$ cat config.mk
export PLATFORM = sky130hd
export DESIGN_NAME = fp_round_pack
export DESIGN_NICKNAME = d
export VERILOG_FILES = /design/src/rtl/fpcvt_pkg.sv /design/src/rtl/fp_round.sv /design/src/rtl/fp_round_pack.sv
export SDC_FILE = /design/constraint.sdc
export NUM_CORES = 1
export LEC_CHECK = 0
export ABC_CLOCK_PERIOD_IN_PS = 2700
export CAP_MARGIN = 20
export CORE_MARGIN = 1.5
export CORE_UTILIZATION = 30
export DETAILED_ROUTE_END_ITERATION = 16
export GPL_ROUTABILITY_DRIVEN = 0
export PLACE_DENSITY = 0.55
export SYNTH_ARGS = -nofsm -noshare
export SYNTH_HDL_FRONTEND = slang
export SYNTH_SLANG_ARGS = --single-unit
$ cat constraint.sdc
create_clock -name clk -period 2.7 [get_ports clk]
set_input_delay 0.675 -clock clk [delete_from_list [all_inputs] [get_ports clk]]
set_output_delay 0.675 -clock clk [all_outputs]
set_load 0.1 [all_outputs]
$ cat src/rtl/fpcvt_pkg.sv
// Shared types and constants for the linear-to-float converter stages:
// field widths, rounding limits and the packed float word layout.
package fpcvt_pkg;

    localparam int EXP_W = 3;
    localparam int SIG_W = 4;

    localparam logic [EXP_W-1:0] EXP_MAX    = 3'd7;
    localparam logic [SIG_W-1:0] SIG_MAX    = 4'd15;
    localparam logic [SIG_W-1:0] SIG_RENORM = 4'b1000;

    typedef struct packed {
        logic             sign;
        logic [EXP_W-1:0] exponent;
        logic [SIG_W-1:0] significand;
    } fp_word_t;

endpackage

$ cat src/rtl/fp_round.sv
// Combinational round-half-up of a float word using its round (fifth) bit,
// with significand carry renormalisation and clamp to the maximum code.
module fp_round
    import fpcvt_pkg::*;
(
    input  fp_word_t word,
    input  logic     fifth_bit,
    output fp_word_t rounded,
    output logic     sat
);

    logic [SIG_W:0] sig_sum;
    logic [EXP_W:0] exp_sum;

    always_comb begin
        // NOTE: every output gets a default first so no path leaves it unassigned (no latch).
        rounded = word;
        sat     = 1'b0;
        sig_sum = {1'b0, word.significand} + {{SIG_W{1'b0}}, fifth_bit};
        // Significand carry bumps the exponent; exponent carry means the result overflowed.
        exp_sum = {1'b0, word.exponent} + {{EXP_W{1'b0}}, sig_sum[SIG_W]};
        if (exp_sum[EXP_W]) begin
            rounded.exponent    = EXP_MAX;
            rounded.significand = SIG_MAX;
            sat                 = 1'b1;
        end else if (sig_sum[SIG_W]) begin
            rounded.exponent    = exp_sum[EXP_W-1:0];
            rounded.significand = SIG_RENORM;
        end else begin
            rounded.significand = sig_sum[SIG_W-1:0];
        end
    end

endmodule

$ cat src/rtl/fp_round_pack.sv
// Two-stage valid/ready pipeline around fp_round delivering the final float code.
// Define FPCVT_SAT_COUNT_EN to add the saturating sat_count event counter port.
module fp_round_pack
    import fpcvt_pkg::*;
#(
    parameter int SAT_CNT_W = 16
)
(
    input  logic             clk,
    input  logic             rst_n,
    input  logic             in_valid,
    output logic             in_ready,
    input  logic             in_sign,
    input  logic [EXP_W-1:0] in_exponent,
    input  logic [SIG_W-1:0] in_significand,
    input  logic             in_fifth_bit,
    output logic             out_valid,
    input  logic             out_ready,
    output logic             out_sign,
    output logic [EXP_W-1:0] out_exponent,
    output logic [SIG_W-1:0] out_significand,
    output logic             out_sat
`ifdef FPCVT_SAT_COUNT_EN
    ,
    output logic [SAT_CNT_W-1:0] sat_count
`endif
);

    logic     a_valid;
    fp_word_t a_word;
    logic     a_fifth;
    fp_word_t b_word;
    fp_word_t rounded_word;
    logic     rounded_sat;
    logic     b_free;
    logic     in_xfer;
    logic     a_to_b;

    // Stage B frees up in the same cycle it drains, so in_ready sees out_ready combinationally.
    assign b_free   = !out_valid || out_ready;
    assign in_ready = !a_valid || b_free;
    assign in_xfer  = in_valid && in_ready;
    assign a_to_b   = a_valid && b_free;

    fp_round u_round (
        .word      (a_word),
        .fifth_bit (a_fifth),
        .rounded   (rounded_word),
        .sat       (rounded_sat)
    );

    always_ff @(posedge clk or negedge rst_n) begin
        // NOTE: sequential state uses non-blocking assignments so all registers update together.
        if (!rst_n) begin
            a_valid <= 1'b0;
            a_word  <= '0;
            a_fifth <= 1'b0;
        end else if (in_xfer) begin
            a_valid <= 1'b1;
            a_word  <= '{sign: in_sign, exponent: in_exponent, significand: in_significand};
            a_fifth <= in_fifth_bit;
        end else if (a_to_b) begin
            a_valid <= 1'b0;
        end
    end

    always_ff @(posedge clk or negedge rst_n) begin
        if (!rst_n) begin
            out_valid <= 1'b0;
            b_word    <= '0;
            out_sat   <= 1'b0;
        end else if (a_to_b) begin
            out_valid <= 1'b1;
            b_word    <= rounded_word;
            out_sat   <= rounded_sat;
        end else if (out_ready) begin
            out_valid <= 1'b0;
        end
    end

    assign out_sign        = b_word.sign;
    assign out_exponent    = b_word.exponent;
    assign out_significand = b_word.significand;

`ifdef FPCVT_SAT_COUNT_EN
    always_ff @(posedge clk or negedge rst_n) begin
        if (!rst_n) begin
            sat_count <= '0;
        end else if (out_valid && out_ready && out_sat && (sat_count != {SAT_CNT_W{1'b1}})) begin
            sat_count <= sat_count + SAT_CNT_W'(1);
        end
    end
`endif

endmodule
Run 1, pin placement:
Pins as bars across the die edge, other pins in grey.
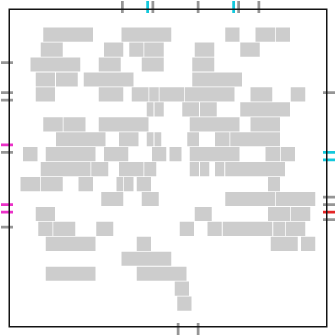
- `out_significand`: cyan (pins 4; direction output; edge 2 east, 2 north)
- `out_ready`: red (pins 1; direction input; edge east)
- `in_exponent`: magenta (pins 3; direction input; edge west)
- all pins by edge: 8 west, 7 east, 7 north, 2 south
number of input and output port buffers inserted: 23
chip height: 57.5 um

Run 1, register map, names as in the netlist:
Other sequential cells in the stronger grey, the rest of the logic in the fainter grey.
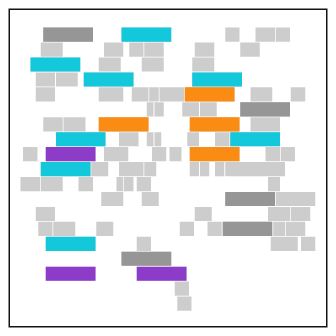
- `out_significand`: orange (sequential cells 4)
- `out_exponent`: purple (sequential cells 3)
- `a_word`: cyan (sequential cells 8)
- not coloured: 5
Power Sequential: 0.395 mW
flip-flop and latch area: 500 um2
post-route core utilization: 0.430
sequential fraction of total cell area: 0.419

Run 1, clock nets:
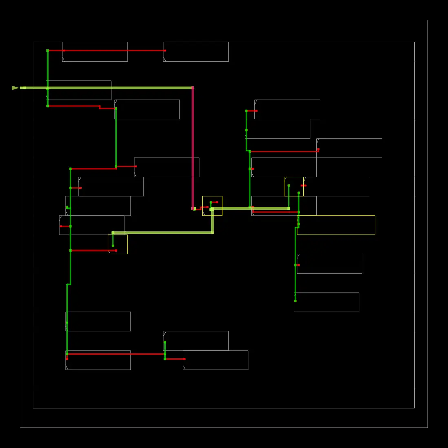
number of CTS-inserted buffers: 3
insertion delay at the late pin of the worst-skew pair: 310 ps
sequential cell count: 20
Fin Clk Skew: 16.3 ps
number of clock buffers in the layout: 3

Run 1, clock network drawn from the DEF:
Bar = 20 um.
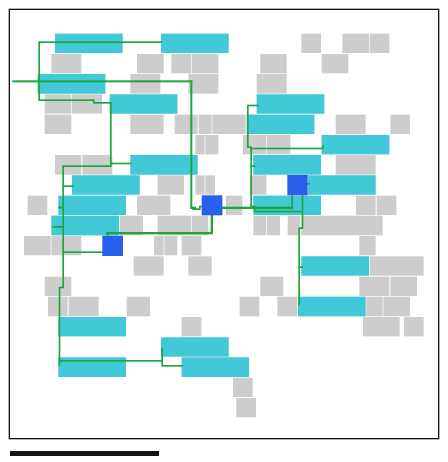
- cells driving clock nets: blue (count 3)
- flip-flops: cyan (count 20)
- clock wires: green (length 237 um)
- routed clock nets: 4
clock power share: 0.218
Clk. pwr: 0.242 mW

==> results.py, run 1 <==
# Generated from Yosys and OpenROAD reports
metrics = {
    "clock_network": {
        "post-cts-setup-buffers": 0,
        "cts_hold_buf": 0,
        "cts_tree": "yes",
        "cts_max_path_buffers": 2,
        "ctsRootBufferMaster": "sky130_fd_sc_hd__clkbuf_4",
    },
    "setup_path": {
        "worst_setup_path_start_kind": "primary input",
        "endpoint": "in_ready",
        "endpoint_of_the_lowest_slack_register_to_register_path": "out_significand[3]",
        "critPathKind": "in2out",
        "worst_setup_path_startpoint": "out_ready",
        "timing.critical_path.fanout_max": 3,
    },
    "layout": {
        "filler_cell_count": 264,
        "commonest_cells_after_routing_fill_and_taps_aside": "sky130_fd_sc_hd__dfrtp_1 (20), sky130_fd_sc_hd__clkdlybuf4s50_1 (12), sky130_fd_sc_hd__buf_4 (11)",
        "area.growth.synth_to_final_pct": 33.9,
        "final_layout_top_logic_cell": "sky130_fd_sc_hd__dfrtp_1",
    },
    "routing": {
        "drt-total-wl_mm": 1.59,
        "drt_iter0_markers": 10,
        "detail_route.vias_per_cell": 4.97,
        "detail_route.wl_per_cell_um": 12.9,
    },
    "global_routing": {
        "grt_max_degree": 21,
        "antenna_found_initial": 0,
        "grt_util_all_layers": 0.112,
        "grt_first_pass_wirelength_mm": 2.77,
    },
    "yosys": {
        "yosys.cell_types.count": 25,
        "syn-cell-area_um2": 892,
        "synth.yosys.seq_area_share": 0.561,
        "synth_warnings": 0,
        "count_of_instantiated_cells_in_the_yosys_netlist": 65,
        "top_cells_by_area": "sky130_fd_sc_hd__dfrtp_1 (56%), sky130_fd_sc_hd__mux2_2 (13%), sky130_fd_sc_hd__ha_1 (5.6%)",
        "yosys.area.top_type": "sky130_fd_sc_hd__dfrtp_1",
    },
    "pwr": {
        "total_leakage_power_nw": 0.535,
    },
    "timing": {
        "fin_tns_setup_ps": 0,
        "period_needed_ps": 2230,
        "unrepaired_setup_endpoints_after_global_routing": "false",
        "relSlewSlack": 0.816,
        "post-route-period-util": 0.827,
    },
    "worst_hold_path": {
        "timing.hold.worst_path_depth": 1,
        "holdCritStartpoint": "out_sat",
    },
    "run_status": {
        "outcome": "finished clean",
    },
    "die": {
        "top_level_ports": 24,
    },
}
[run 1: layout make-up]
type | count | share of cell area
multi-input cells | 43 | 0.315
repair buffers | 24 | 0.186
clock buffers | 3 | 0.0188
inverters | 1 | 0.00314
flip-flops and latches | 20 | 0.419
well taps | 31 | 0.0325
clock inverters | 1 | 0.0251
[run 1: where the power goes]
part	total (mW)	leakage (nW)	switching (mW)	internal, mW
logic	0.470	0.278	0.339	0.131
clock network	0.242	0.0279	0.0914	0.150
registers	0.395	0.229	0.0394	0.355
total	1.11	0.535	0.470	0.636
[run 1: sequential cells by signal, summed over array words and instances, names as in the netlist]
register / flops
out_significand: 4
out_exponent: 3
out_sat: 1
out_sign: 1
a_word: 8
a_valid: 1
a_fifth: 1
out_valid: 1
[run 1: routing by layer]
layer  share of wire  GRT usage  up-vias
met5               0          0        -
met4           0.011     0.0299        0
met3           0.077     0.0499        2
met2            0.48      0.174       20
met1            0.44      0.142      297
li1                -          -      292
[run 1: cells in the mapped netlist]
master,instances
sky130_fd_sc_hd__dfrtp_1,20
sky130_fd_sc_hd__mux2_2,10
sky130_fd_sc_hd__ha_1,4
sky130_fd_sc_hd__nand3_1,4
sky130_fd_sc_hd__nand2_1,3
sky130_fd_sc_hd__o22a_1,3
sky130_fd_sc_hd__a21oi_1,2
sky130_fd_sc_hd__a31oi_1,2
sky130_fd_sc_hd__a21boi_0,1
sky130_fd_sc_hd__a21o_1,1
sky130_fd_sc_hd__a31o_2,1
sky130_fd_sc_hd__and2_4,1
sky130_fd_sc_hd__buf_6,1
sky130_fd_sc_hd__inv_2,1
sky130_fd_sc_hd__mux2_4,1
sky130_fd_sc_hd__nand2_2,1
sky130_fd_sc_hd__nand2b_1,1
sky130_fd_sc_hd__nand2b_4,1
sky130_fd_sc_hd__nand3b_2,1
sky130_fd_sc_hd__nand4_1,1
sky130_fd_sc_hd__o21a_1,1
sky130_fd_sc_hd__o32a_1,1
sky130_fd_sc_hd__or2b_1,1
sky130_fd_sc_hd__xnor2_1,1
sky130_fd_sc_hd__xor2_1,1
[run 1: kinds of logic after synthesis]
group | count (synthesis) | share of synthesized area
simple gates | 14 | 0.102
flops | 20 | 0.561
buf+inv | 2 | 0.0168
fa+ha+maj | 4 | 0.0561
compound gates | 12 | 0.101
xor+xnor | 2 | 0.0196
mux | 11 | 0.143
[run 1: critical path, stage by stage]
cell and delay (ps):
sky130_fd_sc_hd__clkdlybuf4s50_1 420, sky130_fd_sc_hd__nand3b_2 270, sky130_fd_sc_hd__buf_12 200
[run 1: per-stage QoR]
| stage | setup WS [ps] | utilization | instances | instance area (um2) | hold WS (ps) |
|---|---|---|---|---|---|
| detailed placement | 473 | 0.411 | 119 | 1140 | 493 |
| global route | 420 | 0.430 | 123 | 1190 | 552 |
| finish | 466 | 0.430 | 123 | 1190 | 514 |
| floorplan | 91.4 | - | 65 | 892 | 379 |
| CTS | 464 | 0.430 | 123 | 1190 | 521 |
| global placement | 482 | 0.411 | 119 | 1140 | 486 |
Run 1, routed metal, one colour a layer:
Bar = 20 um.
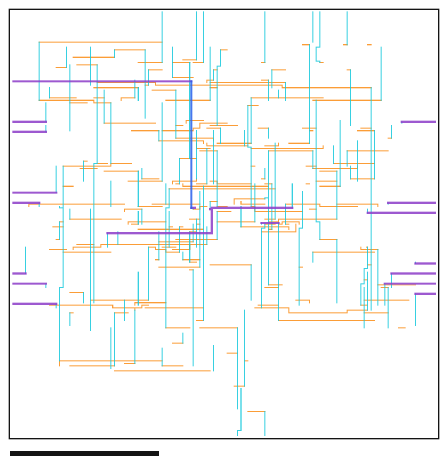

## Run 2: what changed since run 1
--- a/config.mk
+++ b/config.mk
@@ -5,13 +5,13 @@
 export SDC_FILE = /design/constraint.sdc
 export NUM_CORES = 1
 export LEC_CHECK = 0
-export ABC_CLOCK_PERIOD_IN_PS = 2700
+export ABC_CLOCK_PERIOD_IN_PS = 2000
 export CAP_MARGIN = 20
 export CORE_MARGIN = 1.5
 export CORE_UTILIZATION = 30
 export DETAILED_ROUTE_END_ITERATION = 16
 export GPL_ROUTABILITY_DRIVEN = 0
-export PLACE_DENSITY = 0.55
+export PLACE_DENSITY = 0.57
 export SYNTH_ARGS = -nofsm -noshare
 export SYNTH_HDL_FRONTEND = slang
 export SYNTH_SLANG_ARGS = --single-unit
==> constraint.sdc (replaced) <==
create_clock -name clk -period 2 [get_ports clk]
set_input_delay 0.5 -clock clk [delete_from_list [all_inputs] [get_ports clk]]
set_output_delay 0.5 -clock clk [all_outputs]
set_load 0.1 [all_outputs]
Run 2, routed metal, one colour a layer:
Bar = 20 um.
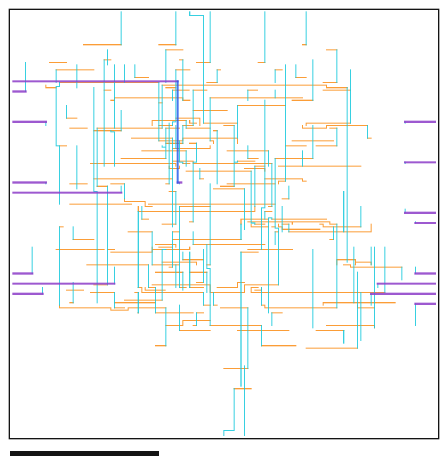
- met3: purple (wire length 103 um)
- met4: blue (wire length 13.6 um)
- met1: orange (wire length 733 um)
- met2: cyan (wire length 713 um)
total track usage: 0.109
total routed wirelength: 1.56 mm
DR vias: 601
detailed-route wire length per cell: 12.5 um

Run 2, clock network drawn from the DEF:
Bar = 20 um.
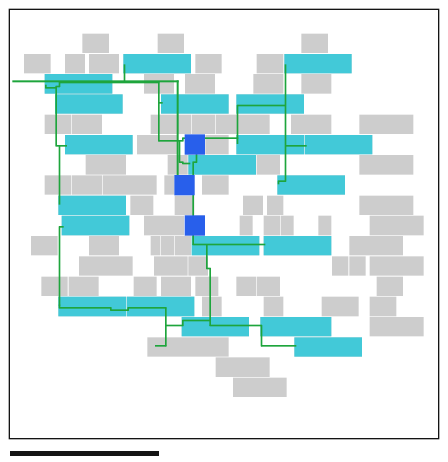
- cells driving clock nets: blue (count 3)
- clock wires: green (length 215 um)
- flip-flops: cyan (count 20)
- routed clock nets: 4
Clk. pwr: 0.318 mW
clock power share: 0.193
Fin Clk Skew: 6.08 ps
insertion delay at the late pin of the worst-skew pair: 290 ps

Run 2, register map, names as in the netlist:
Other sequential cells in the stronger grey, the rest of the logic in the fainter grey.
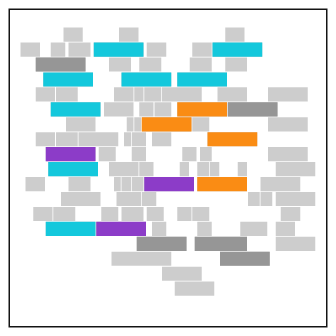
- `a_word`: cyan (sequential cells 8)
- `out_exponent`: purple (sequential cells 3)
- `out_significand`: orange (sequential cells 4)
Power Sequential: 0.563 mW
post-route core utilization: 0.488

==> results.py, run 2 <==
# Generated from Yosys and OpenROAD reports
metrics = {
    "timing": {
        "setup_slack_ps": 134,
        "relSlewSlack": 0.814,
        "hold_ws_ps": 528,
        "post-route-period-util": 0.933,
    },
    "setup_path": {
        "timing.critical_path.fanout_max": 3,
        "worst_setup_path_start_kind": "register",
        "critPathKind": "reg2reg",
    },
    "yosys": {
        "count_of_instantiated_cells_in_the_yosys_netlist": 65,
        "top_cells_by_area": "sky130_fd_sc_hd__dfrtp_1 (56%), sky130_fd_sc_hd__mux2_2 (13%), sky130_fd_sc_hd__ha_1 (5.6%)",
        "yosys.cell_types.count": 25,
        "synth_warnings": 0,
        "synth.yosys.seq_area_share": 0.561,
        "yosys.area.top_type": "sky130_fd_sc_hd__dfrtp_1",
        "enable_flop_cells": 0,
        "dominantRegCellSynth": "sky130_fd_sc_hd__dfrtp_1",
        "synth_top_cell_by_count": "sky130_fd_sc_hd__dfrtp_1",
    },
    "global_routing": {
        "antenna_found_initial": 0,
        "grt_first_pass_wirelength_mm": 2.82,
        "grt_max_degree": 21,
    },
    "layout": {
        "largest_register_ffs": 8,
        "final_layout_top_logic_cell": "sky130_fd_sc_hd__dfrtp_1",
        "design_area_mm2": 0.00136,
        "final-instance-count-excl-fill": 125,
        "largest-register": "a_word",
    },
    "clock_network": {
        "number_of_cts_inserted_buffers": 3,
        "cts_hold_buf": 0,
        "post-cts-setup-buffers": 0,
        "cts_max_path_buffers": 2,
        "cts_tree": "yes",
        "ctsRootBufferMaster": "sky130_fd_sc_hd__clkbuf_4",
    },
    "place": {
        "placed_area_mm2": 0.00129,
        "number_of_placed_instances_taps_included": 121,
        "portBuffers": 23,
    },
    "die": {
        "top_level_ports": 24,
    },
    "run_status": {
        "outcome": "finished clean",
    },
    "routing": {
        "drt_iter0_markers": 5,
    },
}
## run 2: cell counts after synthesis
Identical to the previous run, type by type.
## run 2: cells by family (layout without fill, tap and decap cells)
family / count (synthesis) / after routing / synth area share
flops: 20 / 20 / 0.561
mux: 11 / 11 / 0.143
fa+ha+maj: 4 / 4 / 0.0561
buf+inv: 2 / 31 / 0.0168
simple gates: 14 / 14 / 0.102
compound gates: 12 / 12 / 0.101
xor+xnor: 2 / 2 / 0.0196
## run 2: metal layers
layer / up-vias / wire length [um] / track usage
li1: 293 / - / -
met1: 290 / 732 / 0.161
met2: 16 / 712 / 0.157
met3: 2 / 103 / 0.0295
met4: 0 / 13 / 0.0299
met5: - / 0 / 0
## run 2: where the power goes
part | switching (mW) | total, mW | internal [mW] | leakage, nW
registers | 0.0827 | 0.563 | 0.480 | 0.228
clock network | 0.116 | 0.318 | 0.202 | 0.0279
logic | 0.460 | 0.765 | 0.305 | 0.338
total | 0.658 | 1.65 | 0.987 | 0.594
## run 2: area by class of cell
cell class | instances | area (um2)
inverter | 1 | 3.75
timing repair buffer | 26 | 363
sequential | 20 | 502
tap | 31 | 38.8
clock buffer | 3 | 22.5
fill | 260 | 1420
clock inverter | 1 | 30.0
multi-input combinational | 43 | 398
## run 2: critical path: stages, from the launching register on
cell and delay [ps]:
sky130_fd_sc_hd__dfrtp_1 400, sky130_fd_sc_hd__ha_2 190, sky130_fd_sc_hd__ha_2 180, sky130_fd_sc_hd__nand3_2 90, sky130_fd_sc_hd__inv_2 40, sky130_fd_sc_hd__ha_2 170, sky130_fd_sc_hd__ha_1 260, sky130_fd_sc_hd__mux2_2 260
sky130_fd_sc_hd__o22a_1 150
## run 2: final timing paths
| path | start | endpoint | slack [ps] | depth (start not counted) |
|---|---|---|---|---|
| worst min register to register | a_word[7] | out_sign | 530 | 1 |
| max in group asynchronous | rst_n | out_valid | 1240 | 2 |
| worst max register to register | a_word[0] | out_exponent[1] | 130 | 8 |
| min in group clk | a_word[7] | out_sign | 530 | 1 |
| worst min-delay path | rst_n | a_fifth | 530 | 2 |
| worst max-delay path | a_word[0] | out_exponent[1] | 130 | 8 |
No activity file was given, so power comes from the tool's default toggle rates.
